==> config.mk <==
export PLATFORM = sky130hd
export DESIGN_NAME = decoder_rr_arbiter
export DESIGN_NICKNAME = d
export VERILOG_FILES = /design/src/rtl/decoder_arb_pkg.sv /design/src/rtl/decoder_rr_arbiter_decoder.sv /design/src/rtl/decoder_rr_arbiter.sv
export SDC_FILE = /design/constraint.sdc
export NUM_CORES = 1
export LEC_CHECK = 0
export ABC_CLOCK_PERIOD_IN_PS = 3400
export CORE_AREA = 2 2 39 41
export CTS_CLUSTER_SIZE = 20
export DETAILED_ROUTE_END_ITERATION = 16
export DIE_AREA = 0 0 41 43
export GPL_ROUTABILITY_DRIVEN = 1
export PLACE_DENSITY = 0.78
export SETUP_SLACK_MARGIN = 0.1
export SLEW_MARGIN = 10
export SYNTH_ARGS = -nofsm -noshare
export SYNTH_HDL_FRONTEND = slang
export SYNTH_SLANG_ARGS = --single-unit
export TNS_END_PERCENT = 20
==> constraint.sdc <==
create_clock -name clk -period 3.4 [get_ports clk]
set_input_delay 1.02 -clock clk [delete_from_list [all_inputs] [get_ports clk]]
set_output_delay 1.02 -clock clk [all_outputs]
set_load 0.005 [all_outputs]
==> src/rtl/decoder_arb_pkg.sv <==
// Shared definitions for decoder_rr_arbiter: FSM state encoding and the
// width of the optional grant-hold counter.
package decoder_arb_pkg;

  typedef enum logic {
    IDLE = 1'b0,
    BUSY = 1'b1
  } arb_state_e;

  // Hold counter width; TIMEOUT is limited to 2..255 so it always fits.
  localparam int CNT_W = 8;

endpackage

==> src/rtl/decoder_rr_arbiter_decoder.sv <==
// Parameterised binary-to-one-hot decoder with an enable gate.
// Output is all-zero when en is low, otherwise exactly bit [sel] is set.
module decoder #(
  parameter int N = 2
) (
  input  logic [N-1:0]    sel,
  input  logic            en,
  output logic [2**N-1:0] out
);

  for (genvar i = 0; i < 2**N; i++) begin : g_bit
    assign out[i] = en && (sel == N'(i));
  end

endmodule

==> src/rtl/decoder_rr_arbiter.sv <==
// Round-robin arbiter over 2**N requesters with an IDLE/BUSY grant FSM.
// A grant is held until the owner releases it (done or dropping its request);
// one idle cycle separates consecutive grants.
// Optional feature: define ARB_TIMEOUT_EN to revoke a grant held for TIMEOUT
// cycles and pulse timeout. Without it the grant is held indefinitely.
module decoder_rr_arbiter
  import decoder_arb_pkg::*;
#(
  parameter int N       = 2,
  parameter int TIMEOUT = 16
) (
  input  logic            clk,
  input  logic            rst_n,
  input  logic [2**N-1:0] req,
  input  logic            done,
  output logic [2**N-1:0] gnt,
  output logic [N-1:0]    gnt_id,
  output logic            gnt_valid,
  output logic            timeout
);

  localparam int R = 2**N;

  arb_state_e     state;
  logic [N-1:0]   ptr;
  logic [2*R-1:0] req_dbl;
  logic [R-1:0]   req_rot;
  logic [N-1:0]   first_off;
  logic [N-1:0]   pick;
  logic           release_now;

  // Rotate so bit 0 is the requester at ptr, then find the lowest set bit;
  // adding ptr back maps the offset to an absolute index modulo R.
  assign req_dbl = {req, req} >> ptr;
  assign req_rot = req_dbl[R-1:0];

  // Find-first from the bottom of the rotated vector.
  always_comb begin
    first_off = '0;
    for (int i = R - 1; i >= 0; i--) begin
      if (req_rot[i]) first_off = N'(i);
    end
  end

  assign pick        = ptr + first_off;
  assign release_now = done || !req[gnt_id];

`ifdef ARB_TIMEOUT_EN
  logic [CNT_W-1:0] hold_cnt;
  logic             timeout_q;

  // Grant FSM with hold counter; a release on the timeout edge wins.
  always_ff @(posedge clk or negedge rst_n) begin
    if (!rst_n) begin
      state     <= IDLE;
      ptr       <= '0;
      gnt_id    <= '0;
      gnt_valid <= 1'b0;
      hold_cnt  <= '0;
      timeout_q <= 1'b0;
    end else begin
      timeout_q <= 1'b0;
      case (state)
        IDLE: begin
          if (|req) begin
            state     <= BUSY;
            gnt_id    <= pick;
            ptr       <= pick + 1'b1;
            gnt_valid <= 1'b1;
            hold_cnt  <= '0;
          end
        end
        BUSY: begin
          if (release_now) begin
            state     <= IDLE;
            gnt_valid <= 1'b0;
          end else if (hold_cnt == CNT_W'(TIMEOUT - 1)) begin
            state     <= IDLE;
            gnt_valid <= 1'b0;
            timeout_q <= 1'b1;
          end else begin
            hold_cnt  <= hold_cnt + 1'b1;
          end
        end
        default: state <= IDLE;
      endcase
    end
  end

  assign timeout = timeout_q;
`else
  // Grant FSM: owner keeps the grant until it releases.
  always_ff @(posedge clk or negedge rst_n) begin
    if (!rst_n) begin
      state     <= IDLE;
      ptr       <= '0;
      gnt_id    <= '0;
      gnt_valid <= 1'b0;
    end else begin
      case (state)
        IDLE: begin
          if (|req) begin
            state     <= BUSY;
            gnt_id    <= pick;
            ptr       <= pick + 1'b1;
            gnt_valid <= 1'b1;
          end
        end
        BUSY: begin
          if (release_now) begin
            state     <= IDLE;
            gnt_valid <= 1'b0;
          end
        end
        default: state <= IDLE;
      endcase
    end
  end

  assign timeout = 1'b0;
`endif

  decoder #(.N(N)) decoder (
    .sel (gnt_id),
    .en  (gnt_valid),
    .out (gnt)
  );

endmodule

==> impl_results.html <==
<h2>Implementation results</h2>
<table>
<tr><th>Metric</th><th>Value</th></tr>
<tr><th colspan="2">Run status</th></tr>
<tr><td>Result of the run</td><td>finished, final reports clean</td></tr>
<tr><th colspan="2">Yosys</th></tr>
<tr><td>Top cell type by total area after synthesis</td><td>dfrtp_1</td></tr>
<tr><td>Synthesis area per yosys</td><td>roughly 560 um^2</td></tr>
<tr><td>Dominant cell area share</td><td>0.2691</td></tr>
<tr><td>Tally of unique sky130hd cells used after synthesis</td><td>31</td></tr>
<tr><td>Gate count after technology mapping</td><td>about 58</td></tr>
<tr><td>Register share after synthesis</td><td>0.2691</td></tr>
<tr><td>Mean cell area of the mapped netlist</td><td>between 9 and 10 um^2</td></tr>
<tr><td>Netlist Area Pre-Place</td><td>about 560 um^2</td></tr>
<tr><td>Yosys stat cell total</td><td>~58</td></tr>
<tr><td>Area contributors post-synth</td><td>dfrtp_1 27%, a2111oi_4 9.9%, xnor2_1 6.3%</td></tr>
<tr><td>Tally of yosys warning messages</td><td>0</td></tr>
<tr><td>Post-synth regs</td><td>6</td></tr>
<tr><td>Synthesized netlist net count</td><td>approximately 66</td></tr>
<tr><th colspan="2">Place</th></tr>
<tr><td>Post-detailed-placement cell area</td><td>729.5 um^2</td></tr>
<tr><td>Final Wtd Congestion</td><td>slightly below 0.7</td></tr>
<tr><td>HPWL after detailed placement</td><td>between 800 and 900 um</td></tr>
<tr><th colspan="2">Setup path</th></tr>
<tr><td>Critical path origin</td><td>req[0]</td></tr>
<tr><td>Depth of the most critical reg-to-reg path</td><td>9</td></tr>
<tr><td>Worst path arrival time</td><td>around 3.3 ns</td></tr>
<tr><td>Critical path required time</td><td>around 3.5 ns</td></tr>
<tr><td>Crit Path Class</td><td>in -&gt; reg</td></tr>
<tr><td>Internal reg-to-reg setup slack</td><td>between 1 and 1.5 ns</td></tr>
<tr><td>Worst setup EP type</td><td>register</td></tr>
<tr><td>Worst flop-to-flop path startpoint</td><td>ptr[0]</td></tr>
<tr><td>Critical-path top delay cell</td><td>clkdlybuf4s50_1</td></tr>
<tr><td>Cell mode on critical path</td><td>xnor2_1</td></tr>
<tr><td>Worst Path Max Fanout</td><td>4</td></tr>
<tr><td>Delay of the slowest cell on the worst path</td><td>~0.53 ns</td></tr>
<tr><td>Sequence of cells on the critical path</td><td>clkdlybuf4s50_1, nor2_1, a221oi_1, a21oi_1, a211o_1, ha_1, xnor2_1, nor4_1, o21ai_2, xnor2_1</td></tr>
<tr><td>Critical path launch point type</td><td>primary input</td></tr>
<tr><td>Reg-to-Reg End</td><td>ptr[1]</td></tr>
<tr><th colspan="2">Timing</th></tr>
<tr><td>Final tally of hold violations</td><td>0</td></tr>
<tr><td>Setup tns final</td><td>0 ns</td></tr>
<tr><td>FMAX</td><td>approximately 0.32 GHz</td></tr>
<tr><td>Slew Limit Fails</td><td>0</td></tr>
<tr><td>Period utilisation layout</td><td>0.9256</td></tr>
<tr><td>Final min period</td><td>~3.1 ns</td></tr>
<tr><td>Setup repair after global routing missed its margin</td><td>false</td></tr>
<tr><td>Number of setup violations in the final report</td><td>0</td></tr>
<tr><th colspan="2">Die</th></tr>
<tr><td>Die Size</td><td>0.001763 mm^2</td></tr>
<tr><td>Placement row count</td><td>14</td></tr>
<tr><td>Die boundary width</td><td>41 um</td></tr>
<tr><td>Vertical die dimension</td><td>~43 um</td></tr>
<tr><th colspan="2">Drt</th></tr>
<tr><td>Overall via count from detail_route</td><td>about 480</td></tr>
<tr><td>Avg WL per Cell</td><td>around 11 um</td></tr>
<tr><td>Avg Vias per Cell</td><td>around 5.2</td></tr>
<tr><td>Number of optimization iterations in the first detailed-route pass</td><td>3</td></tr>
<tr><td>Antenna Violating Nets Remaining</td><td>0</td></tr>
<tr><td>Count of routing violations after the opening detailed-route iteration</td><td>2</td></tr>
<tr><td>Post-route DRC violation count</td><td>0</td></tr>
<tr><td>Total wirelength of the detailed-routed design</td><td>1060 um</td></tr>
<tr><th colspan="2">Clock tree</th></tr>
<tr><td>Clock root cell</td><td>clkbuf_4</td></tr>
<tr><td>Buffers inserted during post-CTS setup optimization</td><td>0</td></tr>
<tr><td>Clock slew seen by the registers of the worst setup and hold paths</td><td>around 0.040 ns</td></tr>
<tr><td>Number of buffers created by CTS</td><td>3</td></tr>
<tr><td>Clock tree from TritonCTS</td><td>built</td></tr>
<tr><td>Maximum level of the CTS H-tree</td><td>1</td></tr>
<tr><td>Latency at later pin</td><td>roughly 0.24 ns</td></tr>
<tr><td>Post-CTS sizing</td><td>0</td></tr>
<tr><td>TritonCTS sink count</td><td>6</td></tr>
<tr><td>Hold_buf cts</td><td>0</td></tr>
<tr><td>Largest buffer count on any clock path</td><td>2</td></tr>
<tr><th colspan="2">Cells and area</th></tr>
<tr><td>Net total in the final layout</td><td>87</td></tr>
<tr><td>Fill cell total of the finished layout</td><td>between 100 and 150</td></tr>
<tr><td>Synthesis-to-finish area growth</td><td>34.75%</td></tr>
<tr><td>Gate Area</td><td>between 300 and 400 um^2</td></tr>
<tr><td>Number of antenna repair diodes</td><td>0</td></tr>
<tr><td>Post-layout instance area</td><td>roughly 750 um^2</td></tr>
<tr><td>Fraction of final layout cells with drive strength greater than 1</td><td>0.2208</td></tr>
<tr><td>Area taken by flip-flops and latches</td><td>approximately 150 um^2</td></tr>
<tr><th colspan="2">Min path</th></tr>
<tr><td>Min-Delay Path Depth</td><td>1</td></tr>
<tr><td>Type of the most critical hold path</td><td>reg -&gt; reg</td></tr>
<tr><td>Worst hold path endpoint</td><td>state</td></tr>
<tr><td>Worst min-delay path startpoint</td><td>state</td></tr>
<tr><th colspan="2">GRT</th></tr>
<tr><td>Global-route congestion overflow total</td><td>0</td></tr>
<tr><td>Largest net degree at the start of global routing</td><td>12</td></tr>
<tr><td>Overall global routing resource usage</td><td>0.1426</td></tr>
<tr><td>Wire length of the first global-routing pass</td><td>about 1800 um</td></tr>
<tr><td>Vias in the first global route</td><td>approximately 450</td></tr>
<tr><td>Antenna violations before repair</td><td>0</td></tr>
<tr><th colspan="2">Pwr</th></tr>
<tr><td>Worst voltage drop across the vdd grid</td><td>roughly 520 uV</td></tr>
<tr><td>Total power per unit cell area</td><td>about 840 mW/mm^2</td></tr>
<tr><td>Static leakage</td><td>0.0002968 uW</td></tr>
<tr><th colspan="2">Job</th></tr>
<tr><td>Max-cap violations</td><td>0</td></tr>
<tr><td>Number of warnings the tools reported</td><td>26</td></tr>
</table>
worst max-delay path: cells and delay by family:
family          cells  cell delay, ns
compound gates      4            0.77
fa+ha+maj           1            0.32
buf+inv             1            0.53
xor+xnor            2            0.29
simple gates        2            0.32
synth_stat cells:
master / n
nor2_1: 8
dfrtp_1: 6
a21oi_1: 5
xnor2_1: 4
a2111oi_4: 2
inv_1: 2
nand2_1: 2
nand2b_1: 2
nand2b_2: 2
nor2b_1: 2
nor3_1: 2
nor4_1: 2
a211o_1: 1
a21o_1: 1
a21oi_4: 1
a221oi_1: 1
and3_1: 1
and3b_1: 1
buf_2: 1
buf_4: 1
buf_6: 1
conb_1: 1
ha_1: 1
mux2_2: 1
mux4_1: 1
nand3b_1: 1
nor3b_1: 1
o21ai_2: 1
o22a_1: 1
o31a_2: 1
or3_1: 1
per-layer routing:
layer / share of wire / up-vias / GRT usage
li1: - / 249 / -
met1: 0.48 / 224 / 0.1941
met2: 0.49 / 7 / 0.2094
met3: 0.014 / 2 / 0.01571
met4: 0.0094 / 0 / 0.08000
met5: 0 / - / 0
metrics by stage:
step	utilization	setup slack, ns	instances	total power [uW]	hold WS, ns
after floorplan	-	0.7500	58	455.7	0.5308
after global placement	0.5271	0.06316	90	556.7	0.5520
after detailed placement	0.5271	0.006090	90	568.7	0.5610
after CTS	0.5434	0.2405	93	636.1	0.5706
after global routing	0.5434	0.1417	93	685.7	0.6104
final	0.5434	0.2529	93	629.2	0.5712
how the worst max path moves through the flow:
stage / end / slack, ns
global placement: ptr[1] / 0.06
detailed placement: ptr[1] / 0.006
global route: ptr[1] / 0.14
CTS: ptr[1] / 0.24
finish: ptr[1] / 0.25
floorplan: ptr[1] / 0.75
placed cells by master, fill, tap and decap left out:
master           instances
nor3b_1                  1
clkdlybuf4s50_1         13
xnor2_1                  4
nor2b_1                  2
a211o_1                  1
o21ai_2                  1
dfrtp_1                  6
and3_1                   1
a21o_1                   1
nand2b_1                 2
nand3b_1                 1
nand2b_2                 2
mux2_2                   1
o31a_2                   1
mux4_1                   1
a21oi_1                  5
or3_1                    1
a21oi_4                  1
buf_4                    6
nand2_1                  2
a2111oi_4                2
ha_1                     1
o22a_1                   1
clkbuf_4                 3
a221oi_1                 1
nor3_1                   2
nor4_1                   2
nor2_1                   8
inv_1                    2
conb_1                   1
and3b_1                  1
cell families after synthesis:
logic type,synth area share
other,0.006720
AOI/OAI and AO/OA,0.2668
buffers and inverters,0.05605
DFF,0.2691
and+or+nand+nor,0.2489
muxes,0.06727
adders and majority gates,0.02242
xor gates and xnor gates,0.06277
power breakdown:
group	total (uW)	switching [uW]	internal [uW]
sequential	183	71.6	111
combinational	384	155	228
clock	62.7	22.9	39.7
total	629	250	379
final cells by class:
type / count / area share
Inverter: 2 / 0.009983
Timing Repair Buffer: 19 / 0.2329
Multi-Input combinational cell: 47 / 0.5008
Sequential cell: 6 / 0.1997
Clock buffer: 3 / 0.02995
Tap cell: 16 / 0.02662
registers in the layout, indices dropped and copies added, names as in the netlist:
name and flops:
state 1, gnt_id 2, ptr 2, gnt_valid 1
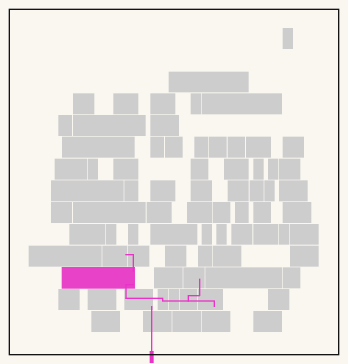
Fig. 1. Port wiring.
Scale: 8 px per um.
gnt_valid: shown in magenta, direction output, edge south, end cells 1, buffers 1, wire 27.3 um.
I/O pin cnt: 15
number of port buffers: 13

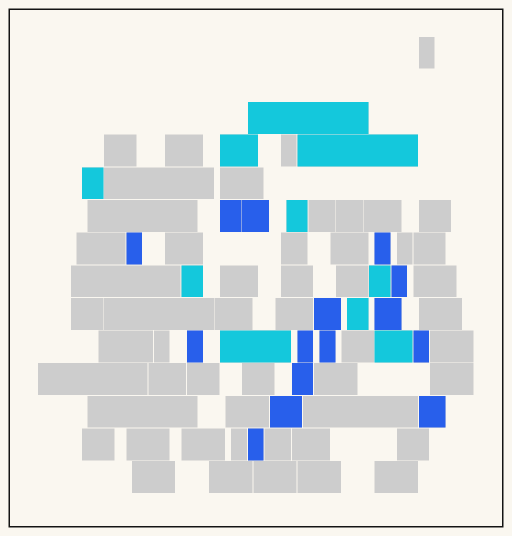
Fig. 2. Selected gate families.
Scale: 12 px per um.
inverting AOI/OAI gates: shown in cyan, cells 10. NOR gates: shown in blue, cells 15.

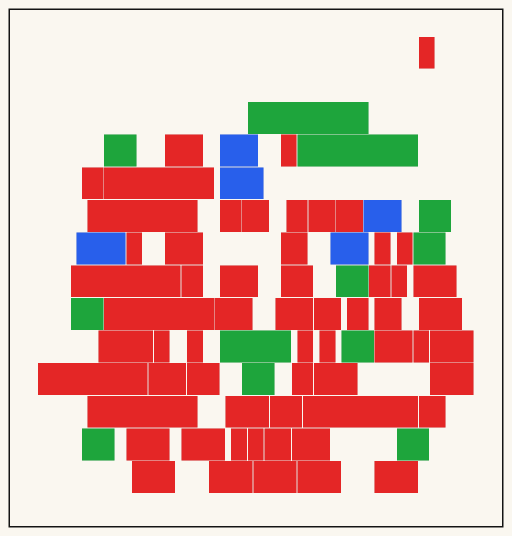
Fig. 3. Cell sizes after repair.
Scale: 12 px per um.
drive 1 or less: shown in red, cells 60. drive 3 to 4: shown in green, cells 12. drive 2: shown in blue, cells 5.

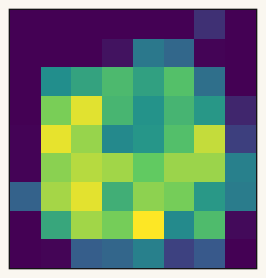
Fig. 4. Placement density heat map.
Scale: 6 px per um. 8 x 9 tiles, from dark purple (low) to yellow (high), 0 to 100% covered.
The mean over all tiles is 42%. 29% of the tiles are nearly empty. The emptiest ninth of the die: north-west. 25% of the tiles are over 75% full. The fullest tile reaches 100%.
core area: 0.001384 mm^2
fraction of the core area covered by cells at the end of the flow: 0.5434
FP Util: 0.4033

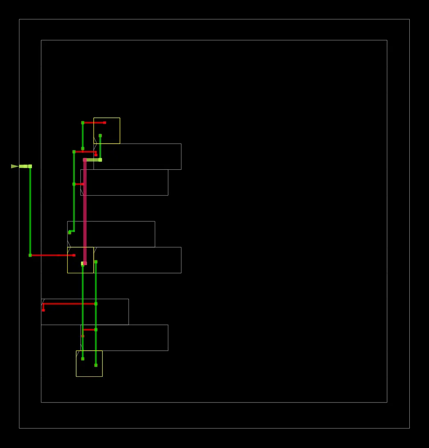
Fig. 5. Clock wiring as the flow saved it.
number of sequential cells: 6
number of clock buffers in the layout: 3
clock network power: 62.7 uW
clk_skew: 0.0008344 ns

Power and IR drop assume default switching activity.
